## src/rtl/jeff_mem_arbiter.sv

```systemverilog
// Single-port 256x8 RAM arbiter for the NanoJeff core (fetch / data read / data write) plus an
// external loader. Optional macro ARB_ROUND_ROBIN_EN switches RUN-state priority to rotating.
module jeff_mem_arbiter #(
  parameter int AW = 8,
  parameter int DW = 8
) (
  input  logic          clk,
  input  logic          reset,
  input  logic          if_req,
  input  logic [AW-1:0] if_addr,
  output logic          if_gnt,
  output logic          if_rvalid,
  input  logic          dr_req,
  input  logic [AW-1:0] dr_addr,
  output logic          dr_gnt,
  output logic          dr_rvalid,
  input  logic          wr_req,
  input  logic [AW-1:0] wr_addr,
  input  logic [DW-1:0] wr_data,
  output logic          wr_gnt,
  input  logic          ld_req,
  input  logic          ld_we,
  input  logic [AW-1:0] ld_addr,
  input  logic [DW-1:0] ld_wdata,
  output logic          ld_gnt,
  output logic          ld_rvalid,
  output logic [DW-1:0] rdata,
  output logic          cpu_hold,
  output logic          mem_en,
  output logic          mem_we,
  output logic [AW-1:0] mem_addr,
  output logic [DW-1:0] mem_wdata,
  input  logic [DW-1:0] mem_rdata,
  output logic [1:0]    dbg_state_o
);

  // Handshake: a requester holds req/addr/data until it sees gnt in the same cycle;
  // a granted read returns on rdata with its *_rvalid exactly one cycle later.
  typedef enum logic [1:0] {
    RUN   = 2'd0,
    ENTER = 2'd1,
    LOAD  = 2'd2,
    EXIT  = 2'd3
  } state_e;

  state_e state_q;
  logic   cpu_hold_q;
  logic   if_rv_q;
  logic   dr_rv_q;
  logic   ld_rv_q;

`ifdef ARB_ROUND_ROBIN_EN
  localparam logic [1:0] P_WR = 2'd0;
  localparam logic [1:0] P_DR = 2'd1;
  localparam logic [1:0] P_IF = 2'd2;

  logic [1:0] ptr_q;
  logic [1:0] ptr_d;
`endif

  // Grants are combinational and forced off while reset is asserted.
  always_comb begin
    if_gnt = 1'b0;
    dr_gnt = 1'b0;
    wr_gnt = 1'b0;
    ld_gnt = 1'b0;
    if (!reset) begin
      case (state_q)
        RUN: begin
          if (!ld_req) begin
`ifdef ARB_ROUND_ROBIN_EN
            case (ptr_q)
              P_WR: begin
                if (wr_req)      wr_gnt = 1'b1;
                else if (dr_req) dr_gnt = 1'b1;
                else if (if_req) if_gnt = 1'b1;
              end
              P_DR: begin
                if (dr_req)      dr_gnt = 1'b1;
                else if (if_req) if_gnt = 1'b1;
                else if (wr_req) wr_gnt = 1'b1;
              end
              default: begin
                if (if_req)      if_gnt = 1'b1;
                else if (wr_req) wr_gnt = 1'b1;
                else if (dr_req) dr_gnt = 1'b1;
              end
            endcase
`else
            if (wr_req)      wr_gnt = 1'b1;
            else if (dr_req) dr_gnt = 1'b1;
            else if (if_req) if_gnt = 1'b1;
`endif
          end
        end
        LOAD:    ld_gnt = ld_req;
        default: ;
      endcase
    end
  end

`ifdef ARB_ROUND_ROBIN_EN
  // The port just served drops to lowest priority; grants only occur in RUN.
  always_comb begin
    ptr_d = ptr_q;
    if (wr_gnt)      ptr_d = P_DR;
    else if (dr_gnt) ptr_d = P_IF;
    else if (if_gnt) ptr_d = P_WR;
  end

  always_ff @(posedge clk or posedge reset) begin
    if (reset) ptr_q <= P_WR;
    else       ptr_q <= ptr_d;
  end
`endif

  always_ff @(posedge clk or posedge reset) begin
    if (reset) begin
      state_q    <= RUN;
      cpu_hold_q <= 1'b0;
      if_rv_q    <= 1'b0;
      dr_rv_q    <= 1'b0;
      ld_rv_q    <= 1'b0;
    end else begin
      if_rv_q <= if_gnt;
      dr_rv_q <= dr_gnt;
      ld_rv_q <= ld_gnt & ~ld_we;
      case (state_q)
        RUN: begin
          if (ld_req) begin
            state_q    <= ENTER;
            cpu_hold_q <= 1'b1;
          end
        end
        ENTER: begin
          state_q <= ld_req ? LOAD : EXIT;
        end
        LOAD: begin
          if (!ld_req) state_q <= EXIT;
        end
        default: begin
          state_q    <= RUN;
          cpu_hold_q <= 1'b0;
        end
      endcase
    end
  end

  always_comb begin
    mem_en    = if_gnt | dr_gnt | wr_gnt | ld_gnt;
    mem_we    = wr_gnt | (ld_gnt & ld_we);
    mem_addr  = {AW{1'b0}};
    mem_wdata = {DW{1'b0}};
    if (wr_gnt) begin
      mem_addr  = wr_addr;
      mem_wdata = wr_data;
    end else if (dr_gnt) begin
      mem_addr = dr_addr;
    end else if (if_gnt) begin
      mem_addr = if_addr;
    end else if (ld_gnt) begin
      mem_addr = ld_addr;
      if (ld_we) mem_wdata = ld_wdata;
    end
  end

  assign if_rvalid   = if_rv_q;
  assign dr_rvalid   = dr_rv_q;
  assign ld_rvalid   = ld_rv_q;
  assign rdata       = mem_rdata;
  assign cpu_hold    = cpu_hold_q;
  assign dbg_state_o = state_q;

endmodule

```

## config.mk

```make
export PLATFORM = sky130hd
export DESIGN_NAME = jeff_mem_arbiter
export DESIGN_NICKNAME = d
export VERILOG_FILES = /design/src/rtl/jeff_mem_arbiter.sv
export SDC_FILE = /design/constraint.sdc
export NUM_CORES = 1
export LEC_CHECK = 0
export ABC_AREA = 1
export ABC_CLOCK_PERIOD_IN_PS = 3000
export CAP_MARGIN = 20
export CORE_MARGIN = 2
export CORE_UTILIZATION = 27
export DETAILED_ROUTE_END_ITERATION = 16
export PLACE_DENSITY_LB_ADDON = 0.3
export SLEW_MARGIN = 20
export SYNTH_ARGS = -nofsm -noshare
export SYNTH_HDL_FRONTEND = slang
export SYNTH_SLANG_ARGS = --single-unit
```

## constraint.sdc

```tcl
create_clock -name clk -period 3 [get_ports clk]
set_input_delay 0.6 -clock clk [delete_from_list [all_inputs] [get_ports clk]]
set_output_delay 0.6 -clock clk [all_outputs]
set_load 0.01 [all_outputs]
```

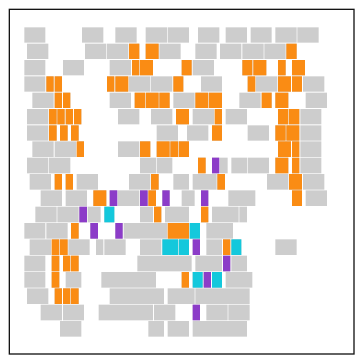
(gate-type map)
Scale: 6 px per um.
colour	family	cells
purple	inverters	12
orange	NAND gates	74
cyan	inverting AOI/OAI gates	7

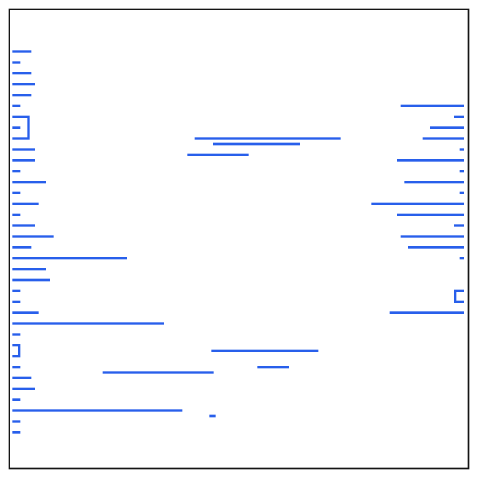
(met3 routing)
Scale: 8 px per um.
share of all routed wire	9.0%
longest straight run	20.9 um
wire length on this layer	264 um
nets with wire on the layer	53

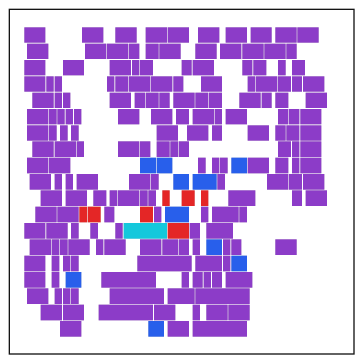
(cell sizes after repair)
Scale: 6 px per um.
colour	size	cells	share
cyan	drive 6 and up	1	0.50%
purple	drive 1 or less	184	91%
blue	drive 3 to 4	10	5.0%
red	drive 2	7	3.5%

==> run summary <==
flow finished, numbers: Sw Share 0.399, met2 Usage GRT 0.346, FILL cells 242, asr flop ratio synth 1.00, flop share of the area 0.0923, Seq cells post-synth 6, gpl congestion 0.855, Worst path depth 8, Layout clock area frac 0.0138, setup ws final 0.180 ns, R2R Path End dbg_state_o[0], slew margin rel. 0.743, sw power 0.000260 W, # port buffers 82, Area Overhead vs Synth 113%, pin count of the biggest net entering global routing 17, initial antenna violation count 0, most common logic cells in the final layout clkdlybuf4s50_1, nand2_1, nand4_1, maximum achievable frequency 0.355 GHz, met3 usage in global routing 0.0590, most used flip-flop cell dfrtp_1, Comb power 0.000454 W, worst setup path endpoint mem_addr[3], WL met3 264 um, Tapcells 31, top-level I/O count 99, area fraction in compound gates 0.0491, Setup Fix Bufs, Post-CTS 0, cell-by-cell trace of the critical path clkdlybuf4s50_1 > inv_1 > nand2_1 > nor2_2 > buf_4 > nand3_1 > nand4_1 > clkdlybuf4s50_1, met1 WL 1.10 mm, vias in the first global route 1199, minimum clock period 2.82 ns, Reg2Reg Setup Slack 1.56 ns, clock-net power 0.0000756 W, drt pass-1 iters 4, max incr delay on CP 0.54 ns, Period Utilization, post-route 0.940, clock buffers 3, yosys stat area 764 um^2, Top power group combinational logic, Clk pwr share 0.116, crit path max fanout 8, Worst Clk Skew 0.00887 ns, grt met1 use 0.196, Yosys Instances 122, CTS H-tree lvls 1, Mux cell area share 0, Worst path slowest cell clkdlybuf4s50_1, design area 0.00163 mm^2, status completed, DR WL/cell 12.6 um, max-cap viol count 0, hold crit path type in -> async, PwrDens 402 mW/mm^2, clk_lat worst skew 0.25 ns, pins over their slew limit 0, Avg Cell Area, Syn 6.27 um^2, final wirelength 2.95 mm, CTS tree built, dpl hpwl 2.43 mm, Top cells by area dfrtp_1, nand2_1, nand4_1, P_seq 0.000124 W, Post-synth EDFFs 0, Biggest Area Class buffers, registers 6, most frequent cell after synthesis nand2_1, Leak 0.726 nW, MI comb cells 93, Buf/Inv on CP 4, total global routing track utilization 0.183, first-pass GRT wire length 4.83 mm, Simple-Gate Area Share 0.516, Largest register FFs 2, setup violators final 0, highest routed layer met4, post-layout util 0.595, MI comb area 487 um^2, Clock Path Buffers 2, Peak VDD IR 0.327 mV, Final ANT Viol Nets 0, Dominant comb cell simple AND/OR/NAND/NOR gates, share of cells above drive strength 1 0.0891, Remaining Overflow, GRT 0, Post-CTS Hold Fix Bufs 0
Power and IR drop assume default switching activity.
